$ cat src/rtl/compositor_pkg.sv
// Shared types and constants for the layer compositor: overlay modes,
// default colour key and blink rate, and packed-colour slice addressing.
package compositor_pkg;

  typedef enum logic [1:0] {
    OVL_NONE = 2'd0,
    OVL_WIN  = 2'd1,
    OVL_LOSE = 2'd2
  } overlay_mode_t;

  localparam logic [7:0] DEF_TRANSP_KEY = 8'hFF;
  localparam int         DEF_BLINK_LOG2 = 5;

  // Low bit of layer k's colour inside the packed layerRGB bus.
  function automatic int layer_slice_lo(input int k, input int rgb_w);
    return k * rgb_w;
  endfunction

endpackage

$ cat src/rtl/priority_pick.sv
// Lowest-index-wins priority encoder: returns the index of the first set
// request bit and whether any bit was set at all.
module priority_pick #(
  parameter int NUM_LAYERS = 12,
  parameter int IDX_W      = (NUM_LAYERS > 1) ? $clog2(NUM_LAYERS) : 1
) (
  input  logic [NUM_LAYERS-1:0] req,
  output logic [IDX_W-1:0]      idx,
  output logic                  found
);

  // NOTE: every always_comb output gets a default before any conditional
  // assignment, otherwise the untaken paths infer a latch.
  always_comb begin
    idx   = '0;
    found = 1'b0;
    // Scan from the top so the lowest set index is the last one written.
    for (int i = NUM_LAYERS - 1; i >= 0; i--) begin
      if (req[i]) begin
        idx   = IDX_W'(i);
        found = 1'b1;
      end
    end
  end

endmodule

$ cat src/rtl/layer_compositor.sv
// Two-stage pixel compositor: priority/transparency/enable select in stage 1,
// blinking win/lose overlay in stage 2, plus per-frame player collision latch.
module layer_compositor
  import compositor_pkg::*;
#(
  parameter int               NUM_LAYERS = 12,
  parameter int               RGB_W      = 8,
  parameter int               TRANSP_EN  = 1,
  parameter logic [RGB_W-1:0] TRANSP_KEY = DEF_TRANSP_KEY,
  parameter int               BLINK_LOG2 = DEF_BLINK_LOG2
) (
  input  logic                        clk,
  input  logic                        reset,
  input  logic                        startOfFrame,
  input  logic [NUM_LAYERS-1:0]       layerDrawingRequest,
  input  logic [NUM_LAYERS*RGB_W-1:0] layerRGB,
  input  logic [RGB_W-1:0]            backGroundRGB,
  input  logic [1:0]                  overlayMode,
  input  logic [1:0]                  overlayDrawingRequest,
  input  logic [2*RGB_W-1:0]          overlayRGB,
  input  logic                        cfgWe,
  input  logic [NUM_LAYERS-1:0]       cfgEnable,
  output logic [RGB_W-1:0]            RGBOut,
  output logic [NUM_LAYERS-1:0]       collision,
  output logic                        collisionValid,
  output logic                        blinkPhase
);

  localparam int IDX_W = (NUM_LAYERS > 1) ? $clog2(NUM_LAYERS) : 1;

  logic [NUM_LAYERS-1:0] enable_mask;
  logic [NUM_LAYERS-1:0] eff;
  logic [NUM_LAYERS-1:0] hits;
  logic [NUM_LAYERS-1:0] acc;
  logic [RGB_W-1:0]      layer_color [NUM_LAYERS];
  logic [IDX_W-1:0]      pick_idx;
  logic                  pick_found;
  logic [RGB_W-1:0]      pick_rgb;

  logic [RGB_W-1:0]      s1_rgb;
  logic [RGB_W-1:0]      s1_bg;
  logic [1:0]            s1_ovl_req;
  logic [RGB_W-1:0]      s1_ovl_win;
  logic [RGB_W-1:0]      s1_ovl_lose;
  overlay_mode_t         s1_mode;

  always_comb begin
    eff         = '0;
    layer_color = '{default: '0};
    for (int k = 0; k < NUM_LAYERS; k++) begin
      layer_color[k] = layerRGB[layer_slice_lo(k, RGB_W) +: RGB_W];
      eff[k] = layerDrawingRequest[k] & enable_mask[k]
             & !((TRANSP_EN != 0) && (layer_color[k] == TRANSP_KEY));
    end
  end

  // Layer 0 is the player; it never collides with itself.
  assign hits = {eff[NUM_LAYERS-1:1] & {(NUM_LAYERS-1){eff[0]}}, 1'b0};

  priority_pick #(
    .NUM_LAYERS (NUM_LAYERS),
    .IDX_W      (IDX_W)
  ) u_pick (
    .req   (eff),
    .idx   (pick_idx),
    .found (pick_found)
  );

  assign pick_rgb = pick_found ? layer_color[pick_idx] : backGroundRGB;

  // NOTE: sequential state is assigned with <= only, so every register
  // samples pre-edge values regardless of statement order.
  always_ff @(posedge clk) begin
    if (reset) begin
      enable_mask <= '1;
    end else if (cfgWe) begin
      enable_mask <= cfgEnable;
    end
  end

  // Stage 1: winning layer colour plus everything stage 2 needs, aligned.
  always_ff @(posedge clk) begin
    if (reset) begin
      s1_rgb      <= '0;
      s1_bg       <= '0;
      s1_ovl_req  <= '0;
      s1_ovl_win  <= '0;
      s1_ovl_lose <= '0;
      s1_mode     <= OVL_NONE;
    end else begin
      s1_rgb      <= pick_rgb;
      s1_bg       <= backGroundRGB;
      s1_ovl_req  <= overlayDrawingRequest;
      s1_ovl_win  <= overlayRGB[RGB_W-1:0];
      s1_ovl_lose <= overlayRGB[2*RGB_W-1:RGB_W];
      if (overlayMode == OVL_WIN)       s1_mode <= OVL_WIN;
      else if (overlayMode == OVL_LOSE) s1_mode <= OVL_LOSE;
      else                              s1_mode <= OVL_NONE;
    end
  end

  // Stage 2: an active overlay hides all layers, showing only its colour
  // (when visible) or the background.
  always_ff @(posedge clk) begin
    if (reset) begin
      RGBOut <= '0;
    end else begin
      case (s1_mode)
        OVL_WIN:  RGBOut <= (s1_ovl_req[0] && blinkPhase) ? s1_ovl_win  : s1_bg;
        OVL_LOSE: RGBOut <= (s1_ovl_req[1] && blinkPhase) ? s1_ovl_lose : s1_bg;
        default:  RGBOut <= s1_rgb;
      endcase
    end
  end

  // Hits on the frame-start pixel still belong to the frame being closed.
  always_ff @(posedge clk) begin
    if (reset) begin
      acc            <= '0;
      collision      <= '0;
      collisionValid <= 1'b0;
    end else begin
      collisionValid <= startOfFrame;
      if (startOfFrame) begin
        collision <= acc | hits;
        acc       <= '0;
      end else begin
        acc <= acc | hits;
      end
    end
  end

  generate
    if (BLINK_LOG2 == 0) begin : g_blink_every
      always_ff @(posedge clk) begin
        if (reset)             blinkPhase <= 1'b1;
        else if (startOfFrame) blinkPhase <= ~blinkPhase;
      end
    end else begin : g_blink_cnt
      logic [BLINK_LOG2-1:0] blink_cnt;
      always_ff @(posedge clk) begin
        if (reset) begin
          blink_cnt  <= '0;
          blinkPhase <= 1'b1;
        end else if (startOfFrame) begin
          blink_cnt <= blink_cnt + 1'b1;
          if (&blink_cnt) blinkPhase <= ~blinkPhase;
        end
      end
    end
  endgenerate

endmodule
$ cat config.mk
export PLATFORM = sky130hd
export DESIGN_NAME = layer_compositor
export DESIGN_NICKNAME = d
export VERILOG_FILES = /design/src/rtl/compositor_pkg.sv /design/src/rtl/priority_pick.sv /design/src/rtl/layer_compositor.sv
export SDC_FILE = /design/constraint.sdc
export NUM_CORES = 1
export LEC_CHECK = 0
export ABC_AREA = 1
export CAP_MARGIN = 25
export CELL_PAD_IN_SITES_DETAIL_PLACEMENT = 1
export CELL_PAD_IN_SITES_GLOBAL_PLACEMENT = 1
export CORE_ASPECT_RATIO = 1.4
export CORE_MARGIN = 2
export CORE_UTILIZATION = 30
export DETAILED_ROUTE_END_ITERATION = 12
export PLACE_DENSITY_LB_ADDON = 0.1
export SYNTH_ARGS = -nofsm -noshare
export SYNTH_HDL_FRONTEND = slang
export SYNTH_HIERARCHICAL = 1
export SYNTH_SLANG_ARGS = --single-unit
export TNS_END_PERCENT = 50
$ cat constraint.sdc
create_clock -name clk -period 2.3 [get_ports clk]
set_input_delay 0.345 -clock clk [delete_from_list [all_inputs] [get_ports clk]]
set_output_delay 0.345 -clock clk [all_outputs]
set_load 0.02 [all_outputs]
### PDN straps and rails, run 1

Drawn at 2 px/um. Pins as bars on the die edge.
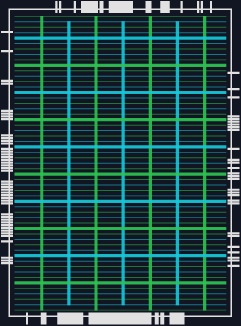
- green: VSS
- cyan: VDD
- met4 straps: 7
- rows: 54
- met5 straps: 10
- met1 rails: 55
Vert. Die Dim: 152.8 um
die width: 110.3 um
core area: 15540 sq um
Peak VDD IR: 409.6 uV

### Placed cells, one color a class, run 1

Drawn at 2 px/um. Fill, decap, tap and diode cells in gray.
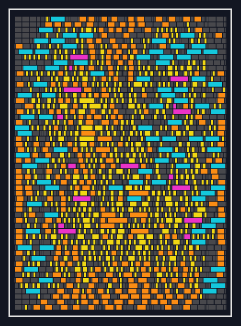
- yellow: all other logic (cells 687; share of their area 40%)
- orange: other buffers and delay cells (cells 306; share of their area 35%)
- cyan: flip-flops (cells 85; share of their area 21%)
- magenta: clock drivers and dummy loads (cells 16; share of their area 3.5%)

### Clock distribution, run 1

Drawn at 4 px/um.
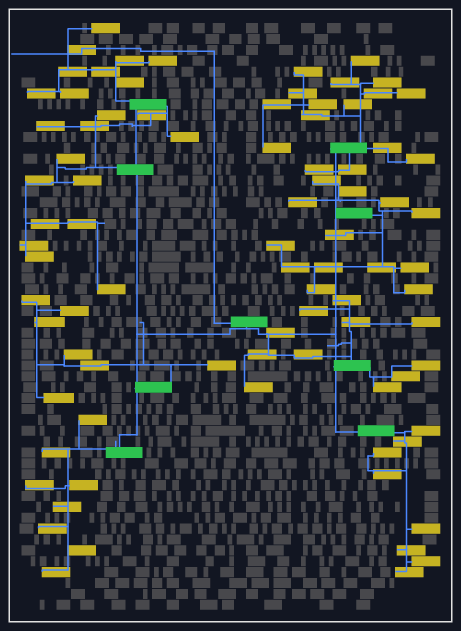
- yellow: flip-flops (count 85)
- blue: clock wires (length 1250 um)
- green: cells driving clock nets (count 9)
- flops lie: widely spread

==> flow_summary_export.csv, run 1 <==
group,metric,value,unit
final_timing,tightest_slew,0.9269,ns
placed_design,post-place-cells,1251,
worst_setup_path,critPathRequiredTime,2.58,ns
synth,ys_chip_area,4743,sq um
final_layout,comb-cell-share,0.3233,
placed_design,dp_slack,-0.5333,ns
pwr,total_power,0.004413,W
worst_setup_path,endpoint_kind,"register",
detailed_routing,drc,0,
pwr,p_per_area,530.0,nW/um^2
status,violations,"setup timing",
worst_setup_path,r2r_start,"enable_mask[10]",
synth,fa_ha_area_frac,0.007913,
detailed_routing,dr.pass1.iters,4,
synth,xor_area_frac,0,
final_timing,setup_viol,7,
placed_design,port_buffers,172,
pwr,comb-power,0.00140,W
synth,yosys_cells,807,
final_layout,comb_area,2691,sq um
pwr,combPwrFrac,0.317,
die,fp_util,0.3052,
final_layout,logic_gates,546,
worst_setup_path,path_class,"in2reg",
cts,clk_pin_slew,0.07,ns
global_route,track_usage,0.2505,
global_route,grt_pass1_wl,32.04,mm
cts,numCtsBuffers,9,
cts,cts_resized,103,
pwr,power_clock,0.00141,W
synth,synth_area_leader_cell,"dfxtp_1",
final_layout,nFillCells,2063,
final_layout,fin_nets,1244,
worst_setup_path,rr_endpoint,"s1_rgb[2]",
placed_design,hpwlAfterDp,15.77,mm
run,warnings,28,
final_layout,buffers,306,
final_timing,tns,-0.5268,ns
synth,ys_sh_simple,0.3809,
synth,top_logic_kind,"simple AND/OR/NAND/NOR gates",
final_layout,largest_cell_class,"non-clock buffers",
worst_setup_path,worstSetupEndpoint,"s1_rgb[2]",
final_layout,n_all_inverters,141,
final_layout,area_delta_synth_final,75.52,%
global_route,grtUsageMet3,0.04320,
cts,cts_buffer_depth,2,
die,core.rowCount,54,
worst_setup_path,reg2reg_slack,0.02,ns
final_timing,period_used_share,1.045,
worst_hold_path,hold_end,"collision[5]",
final_layout,post-route-util,0.5357,
worst_setup_path,worst_r2r_path_depth,11,
final_timing,fin_crit,2.403,ns
final_layout,clock_buffers,9,
final_timing,holdWs,0.4548,ns
final_timing,rsz0062_at_grt,"true",
detailed_routing,detail_route.vias_per_cell,4.736,
final_timing,timing.final.ws_setup,-0.1034,ns
detailed_routing,ant_nets,0,
worst_setup_path,critPathMaxFanout,11,
global_route,met1_usage,0.2524,
final_layout,postLayoutCellArea,8325,sq um
global_route,antenna_found_initial,0,
cts,postCtsHoldBufs,0,
pwr,top_power_group,"sequential cells",
cts,h-tree-depth,3,
synth,ys.flops,85,
detailed_routing,drt-wirelength-per-cell,16.68,um
final_layout,flop-count,85,
detailed_routing,m1WireLength,7.961,mm
die,tap_cells,196,
die,die_area,16850,sq um
placed_design,placed_area,7437,sq um
worst_hold_path,hold_path.class,"reg2reg",
global_route,grt_use_met2,0.4680,
status,outcome,"finished, violations left",
worst_setup_path,start_kind,"input pin",
pwr,seq_power_share,0.365,
synth,topCellsByArea,"dfxtp_1 36%, nand2_1 23%, inv_1 11%",
-- run 1: worst max-delay path, cell delays in order --
cell and delay [ns]:
clkdlybuf4s50_1 0.49, nand2_1 0.06, nor2_1 0.23, a21oi_2 0.16, nor3_2 0.26, inv_2 0.10
buf_4 0.15, nor2_1 0.18, nand2_1 0.13, buf_6 0.19, buf_4 0.15, nand2_1 0.06
inv_1 0.05, a21oi_2 0.13
-- run 1: synthesized netlist by cell type --
cell,count
a21oi_1,51
a31oi_1,2
buf_1,4
buf_2,17
buf_4,2
clkbuf_1,11
clkbuf_2,1
clkinv_1,1
conb_1,1
dfxtp_1,85
ha_1,3
inv_1,139
inv_2,1
nand2_1,289
nand3_1,88
nand3b_1,1
nor2_1,60
nor2_2,1
nor3_1,4
nor3_2,1
o211ai_1,8
o21ai_0,35
or2_1,1
or2_2,1
### Wiring by layer, run 1

Drawn at 2 px/um. Only two layers are drawn.
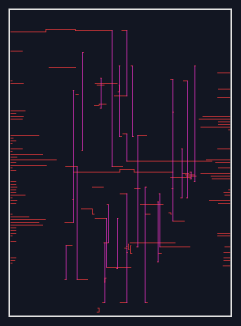

==> run 2, diff against run 1 <==
Settings changed: ABC_AREA 1 to default, CORE_UTILIZATION 30 to 32.
### Wiring by layer, run 2

Drawn at 3 px/um. Only two layers are drawn.
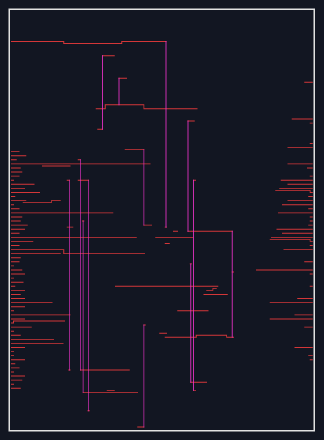
- red: met3 (wire length 954 um)
- magenta: met4 (wire length 603 um)

### Placed cells, one color a class, run 2

Drawn at 2 px/um. Fill, decap, tap and diode cells in gray.
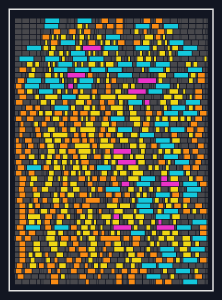
Seq area share: 0.2459
cell area after layout: 6919 sq um
num rows: 49
final core occ: 0.5374
core area: 12870 sq um

### Cell placement, run 2

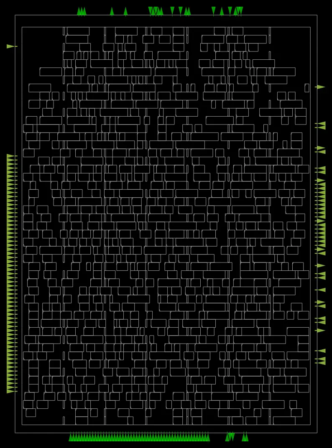
Well-Tap Cells: 153
# fillers: 1468

==> flow_summary_export.csv, run 2 <==
group,metric,value,unit
cts,postCtsHoldBufs,0,
synth,xor_area_frac,0.008282,
die,die_y,140.0,um
final_timing,timing.final.ws_setup,-0.1619,ns
global_route,grt_pass1_wl,25.75,mm
die,die_w,101.2,um
worst_setup_path,crit_chain,"buf_6, nand4_1, o211a_1, buf_6, nor2_4, o31ai_4, a211oi_2, nor3_2, buf_4, or3b_4, o221ai_2, o21ai_1, o22ai_2",
synth,ys_sh_simple,0.1914,
final_timing,setup_viol,8,
worst_setup_path,worst_r2r_path_depth,13,
synth,ys.flops,85,
cts,clk_pin_slew,0.07,ns
pwr,seq_power_share,0.394,
placed_design,post-place-cells,780,
final_timing,tightest_slew,0.6162,ns
synth,synth_area_leader_cell,"dfxtp_1",
placed_design,hpwlAfterDp,12.76,mm
final_layout,n_all_inverters,4,
status,outcome,"finished, violations left",
global_route,track_usage,0.2389,
worst_setup_path,cpMostUsedCell,"buf_6",
pwr,comb-power,0.00111,W
pwr,ir_drop,303.5,uV
worst_setup_path,crit_family,"AND-OR/OR-AND gates",
synth,fa_ha_area_frac,0.008873,
final_layout,flop-count,85,
pwr,combPwrFrac,0.272,
worst_hold_path,hold_end,"acc[3]",
detailed_routing,ant_nets,0,
final_layout,buffers,237,
status,violations,"setup timing",
run,warnings,28,
worst_setup_path,start_kind,"input pin",
final_timing,fin_crit,2.462,ns
synth,yosys_cells,440,
synth,common_cells,"85 x dfxtp_1, 51 x nor2b_1, 49 x mux2i_1, 32 x nor2_1, 26 x nand4_1",
detailed_routing,drt-wirelength-per-cell,20.50,um
==> run 2: cell count changes in the layout (fill, tap and decap cells not counted), moves of 31 or more <==
cell     previous run  this run
nand3_1            58         1
mux2i_1             0        45
nand2_1           272        12
inv_1             133         3
buf_4             118        53
o21ai_0            32         1
nor2b_1             0        48
==> run 2: through the flow <==
stage          TNS (ns)  hold WS [ns]  cell area, sq um
2_1_floorplan         0        0.4211              4230
3_3_place_gp     -5.689        0.4441              6327
3_5_place_dp     -6.453        0.4602              6327
4_1_cts               0        0.4817              6862
5_1_grt          -1.577        0.5029              6917
6_report        -0.9487        0.4783              6919
==> run 2: what timing repair did <==
item,CTS,global route
cloned,1,0
gates resized,204,32
endpoints found under the setup margin,8,8
pin swaps,59,19
setup buffers,18,2
Power is estimated from default activity; no workload was simulated.
